<file path="config.mk">
export PLATFORM = sky130hd
export DESIGN_NAME = npu_dispatch
export DESIGN_NICKNAME = d
export VERILOG_FILES = /design/src/rtl/npu_dispatch.sv
export SDC_FILE = /design/constraint.sdc
export NUM_CORES = 1
export LEC_CHECK = 0
export CELL_PAD_IN_SITES_DETAIL_PLACEMENT = 0
export CELL_PAD_IN_SITES_GLOBAL_PLACEMENT = 2
export CORE_ASPECT_RATIO = 0.8
export CORE_MARGIN = 2
export CORE_UTILIZATION = 41
export CTS_BUF_LIST = sky130_fd_sc_hd__clkbuf_16
export DETAILED_ROUTE_END_ITERATION = 6
export GPL_ROUTABILITY_DRIVEN = 0
export PLACE_DENSITY = 0.83
export SYNTH_ARGS = -nofsm -noshare
export SYNTH_HDL_FRONTEND = slang
export SYNTH_SLANG_ARGS = --single-unit
</file>
<file path="constraint.sdc">
create_clock -name clk -period 3.87 [get_ports clk]
set_input_delay 0.774 -clock clk [delete_from_list [all_inputs] [get_ports clk]]
set_output_delay 0.774 -clock clk [all_outputs]
set_load 0.02 [all_outputs]
</file>
<file path="src/rtl/npu_dispatch.sv">
// npu_dispatch: in-order NPU command queue, per-channel start/busy/done FSMs,
// completion arbiter and PC stall. Optional watchdog: NPU_DISPATCH_WATCHDOG_EN.
module npu_dispatch #(
  parameter int XLEN           = 64,
  parameter int NUM_CH         = 2,
  parameter int QUEUE_DEPTH    = 4,
  parameter int TIMEOUT_CYCLES = 1024,
  localparam int CHW = (NUM_CH > 1) ? $clog2(NUM_CH) : 1
) (
  input  logic                   clk,
  input  logic                   rst_n,
  input  logic                   cmd_valid,
  output logic                   cmd_ready,
  input  logic [CHW-1:0]         cmd_ch,
  input  logic [XLEN-1:0]        cmd_arg0,
  input  logic [XLEN-1:0]        cmd_arg1,
  input  logic                   cmd_sync,
  output logic [NUM_CH-1:0]      npu_start,
  output logic [NUM_CH*XLEN-1:0] npu_arg0,
  output logic [NUM_CH*XLEN-1:0] npu_arg1,
  input  logic [NUM_CH-1:0]      npu_done,
  output logic                   cpl_valid,
  output logic [CHW-1:0]         cpl_ch,
  output logic                   cpl_status,
  output logic                   stall_pc,
  output logic [NUM_CH-1:0]      busy
);

  localparam int PW = (QUEUE_DEPTH > 1) ? $clog2(QUEUE_DEPTH) : 1;

  typedef enum logic [1:0] {
    CH_IDLE, CH_START, CH_BUSY, CH_DONE
  } ch_st_e;

  ch_st_e st_q [NUM_CH];
  ch_st_e st_d [NUM_CH];

  logic [PW-1:0]   wr_ptr;
  logic [PW-1:0]   rd_ptr;
  logic [PW:0]     count;
  logic [CHW-1:0]  q_ch   [QUEUE_DEPTH];
  logic [XLEN-1:0] q_a0   [QUEUE_DEPTH];
  logic [XLEN-1:0] q_a1   [QUEUE_DEPTH];
  logic            q_sync [QUEUE_DEPTH];

  logic [NUM_CH-1:0][XLEN-1:0] a0_q;
  logic [NUM_CH-1:0][XLEN-1:0] a1_q;
  logic [NUM_CH-1:0]           ch_sync_q;
  logic [NUM_CH-1:0]           expire;
  logic                        sync_pend;

  logic           push;
  logic           pop;
  logic [CHW-1:0] head_ch;
  logic           rep_valid;
  logic [CHW-1:0] rep_ch;
  logic           sync_cpl;

  assign cmd_ready = (count != (PW+1)'(QUEUE_DEPTH));
  assign push      = cmd_valid && cmd_ready;
  assign head_ch   = q_ch[rd_ptr];
  assign pop       = (count != '0) && (st_q[head_ch] == CH_IDLE);

  // lowest-index channel in DONE gets the report slot
  always_comb begin
    rep_valid = 1'b0;
    rep_ch    = '0;
    for (int i = NUM_CH - 1; i >= 0; i--) begin
      if (st_q[i] == CH_DONE) begin
        rep_valid = 1'b1;
        rep_ch    = CHW'(i);
      end
    end
  end

  assign sync_cpl   = rep_valid && ch_sync_q[rep_ch];
  assign cpl_valid  = rep_valid;
  assign cpl_ch     = rep_ch;
  assign stall_pc   = (cmd_valid && !cmd_ready)
                    || (sync_pend && !sync_cpl);
  assign npu_arg0   = a0_q;
  assign npu_arg1   = a1_q;

  // per-channel next state and status decode
  always_comb begin
    for (int i = 0; i < NUM_CH; i++) begin
      st_d[i]      = st_q[i];
      npu_start[i] = (st_q[i] == CH_START);
      busy[i]      = (st_q[i] != CH_IDLE);
      unique case (st_q[i])
        CH_IDLE:  if (pop && head_ch == CHW'(i)) st_d[i] = CH_START;
        CH_START: st_d[i] = CH_BUSY;
        CH_BUSY:  if (npu_done[i] || expire[i]) st_d[i] = CH_DONE;
        CH_DONE:  if (rep_valid && rep_ch == CHW'(i)) st_d[i] = CH_IDLE;
        default:  st_d[i] = CH_IDLE;
      endcase
    end
  end

  // command FIFO storage and pointers
  always_ff @(posedge clk or negedge rst_n) begin
    if (!rst_n) begin
      wr_ptr <= '0;
      rd_ptr <= '0;
      count  <= '0;
      for (int i = 0; i < QUEUE_DEPTH; i++) begin
        q_ch[i]   <= '0;
        q_a0[i]   <= '0;
        q_a1[i]   <= '0;
        q_sync[i] <= 1'b0;
      end
    end else begin
      if (push) begin
        q_ch[wr_ptr]   <= cmd_ch;
        q_a0[wr_ptr]   <= cmd_arg0;
        q_a1[wr_ptr]   <= cmd_arg1;
        q_sync[wr_ptr] <= cmd_sync;
        wr_ptr         <= wr_ptr + 1'b1;
      end
      if (pop) rd_ptr <= rd_ptr + 1'b1;
      count <= count + (PW+1)'(push) - (PW+1)'(pop);
    end
  end

  // channel state, operand latches and sync tracking
  always_ff @(posedge clk or negedge rst_n) begin
    if (!rst_n) begin
      for (int i = 0; i < NUM_CH; i++) st_q[i] <= CH_IDLE;
      a0_q      <= '0;
      a1_q      <= '0;
      ch_sync_q <= '0;
      sync_pend <= 1'b0;
    end else begin
      for (int i = 0; i < NUM_CH; i++) begin
        st_q[i] <= st_d[i];
        if (pop && head_ch == CHW'(i)) begin
          a0_q[i]      <= q_a0[rd_ptr];
          a1_q[i]      <= q_a1[rd_ptr];
          ch_sync_q[i] <= q_sync[rd_ptr];
        end
      end
      if (push && cmd_sync) sync_pend <= 1'b1;
      else if (sync_cpl)    sync_pend <= 1'b0;
    end
  end

`ifdef NPU_DISPATCH_WATCHDOG_EN
  localparam int WDW = $clog2(TIMEOUT_CYCLES + 1);

  logic [WDW-1:0]    wd_q [NUM_CH];
  logic [NUM_CH-1:0] stat_q;

  // expiry on the edge that would complete the last allowed BUSY cycle
  always_comb begin
    for (int i = 0; i < NUM_CH; i++) begin
      expire[i] = (st_q[i] == CH_BUSY)
               && (wd_q[i] == WDW'(TIMEOUT_CYCLES - 1));
    end
  end

  // watchdog counters and timeout status capture
  always_ff @(posedge clk or negedge rst_n) begin
    if (!rst_n) begin
      for (int i = 0; i < NUM_CH; i++) wd_q[i] <= '0;
      stat_q <= '0;
    end else begin
      for (int i = 0; i < NUM_CH; i++) begin
        if (st_q[i] == CH_START)     wd_q[i] <= '0;
        else if (st_q[i] == CH_BUSY) wd_q[i] <= wd_q[i] + 1'b1;
        if (st_q[i] == CH_BUSY && st_d[i] == CH_DONE)
          stat_q[i] <= !npu_done[i];
      end
    end
  end

  assign cpl_status = rep_valid && stat_q[rep_ch];
`else
  logic unused_tmo;

  assign expire     = '0;
  assign cpl_status = 1'b0;
  assign unused_tmo = (TIMEOUT_CYCLES == 0);
`endif

endmodule

</file>
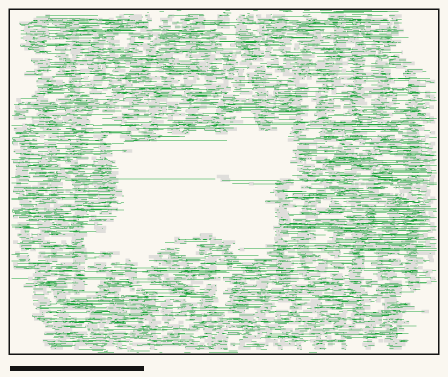
**Above:** M1 wires.
The bar under the picture is 100 um long. Cells faint in the background.
The layer holds 43% of the routed length. The longest straight run is 128 um.
GRT met1 Usage: 0.246
vias: 17900
drt total wl: 75.5 mm

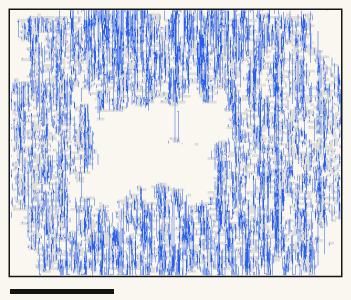
**Above:** signal wires on met2.
The bar under the picture is 100 um long. Cells faint in the background.
The longest straight run is 80.9 um. The wires run mostly vertical. 2378 nets have wire on it. The layer carries 37.5 mm of wire. The layer holds 50% of the routed length.

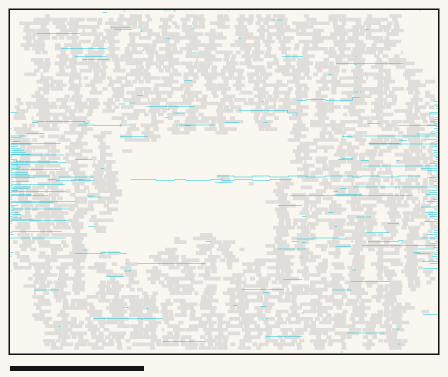
**Above:** the metal 3 layer.
The bar under the picture is 100 um long. Cells faint in the background.
The longest straight run is 90.6 um. The layer carries 3250 um of wire.
GRT met3 Usage: 0.0426

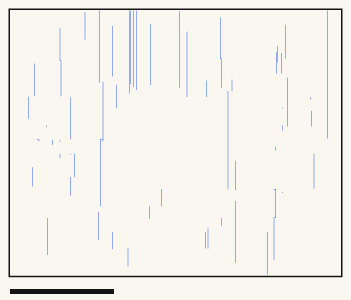
**Above:** M4 wires.
The bar under the picture is 100 um long.
32 nets have wire on it. The layer carries 1890 um of wire. The wires run mostly vertical. The layer holds 2.5% of the routed length. The longest straight run is 123 um.

==> flow_summary.toml <==
# implementation run metrics
[placement]
dp_cells = 3245
place_area_sq_um = 37900
dp_slack_ns = 0.990
dp_hpwl_mm = 48.0

[logic_synthesis]
synthFlopType = "dfrtp_1"
top_cell = "dfrtp_1"
yosys-top-cells-count = "790 x dfrtp_1, 714 x mux2_2, 130 x mux4_2, 64 x mux2_1, 62 x buf_2"
ys_sh_simple = 0.00427
syn_area_per_cell_sq_um = 17.2
ys_warn_count = 0
ys_sh_aoi = 0.00281
ys_types = 33
async_flop_share = 1.00
ys_cells = 1888
ys_sh_adder = 0.00676
syn_area_sq_um = 32600

[finish]
fin_area_sq_um = 40400
inv_count = 15
final_util = 0.513
bufAreaShareNonClock = 0.114
instances_no_fill = 3392
comb_area_frac = 0.303
regArea_sq_um = 19800
drive_gt1_frac = 0.427
nets = 2446
dominant_cells = "sequential cells"
comb_cells = 967
clockBufferCount = 83

[min_path]
hp-class = "in2async"

[power]
p_clk_uw = 7250
power-top-group = "combinational cells"
p_leak_uw = 0.0170
p_comb_frac = 0.440
p_seq_frac = 0.375

[timing]
fin_skew_ns = 0.0193
worst_slack_ns = 0.674
fin_crit_ns = 3.20
fin_hold_ws_ns = 0.240
worstMarginPinSlew_ns = 0.986
rsz0062_at_grt = "false"
hold_viol = 0
tns_ns = 0

[job]
cap_violations = 0
warnings = 43

[cts]
clk_latency_ns = 0.62
root_buffer = "clkbuf_16"
cts_tree = "built"
postCtsResizedCells = 0
clkSlewWorstSetupHoldPaths_ns = 0.06
htree_levels = 3

[global_route]
antenna_found_initial = 15
grt-ovfl-total = 0
gr-usage-all-layers = 0.188
grt_pass1_wl_mm = 120
grtUsageMet2 = 0.312
grt_max_degree = 133
busiest_layer = "met2"

[worst_setup_path]
startpoint_type = "flop"
slowest_delay_ns = 0.59
crit_path_end = "stall_pc"
critPathBufInv = 1
worstPathArrival_ns = 2.42
rrSetupSlack_ns = 0.98
crit_top_cell = "nand2_1"
startpoint = "st_q[0]"
cp_cell_sequence = "ha_1 -> nor2b_1 -> a22oi_1 -> nand2_1 -> nand2_1 -> clkdlybuf4s50_1"
crit-reg2reg-launch = "rd_ptr[0]"
reg2reg_depth = 10
crit_slowest_cell = "clkdlybuf4s50_1"
cp_num_cells = 6

[routing]
drcViolationCount = 0
ant_nets = 0
top_layer_used = "met5"

[floorplan]
die_w_um = 319

[status]
outcome = "finished clean"
Power figures rest on the tool's default switching activity, not on a simulated workload.
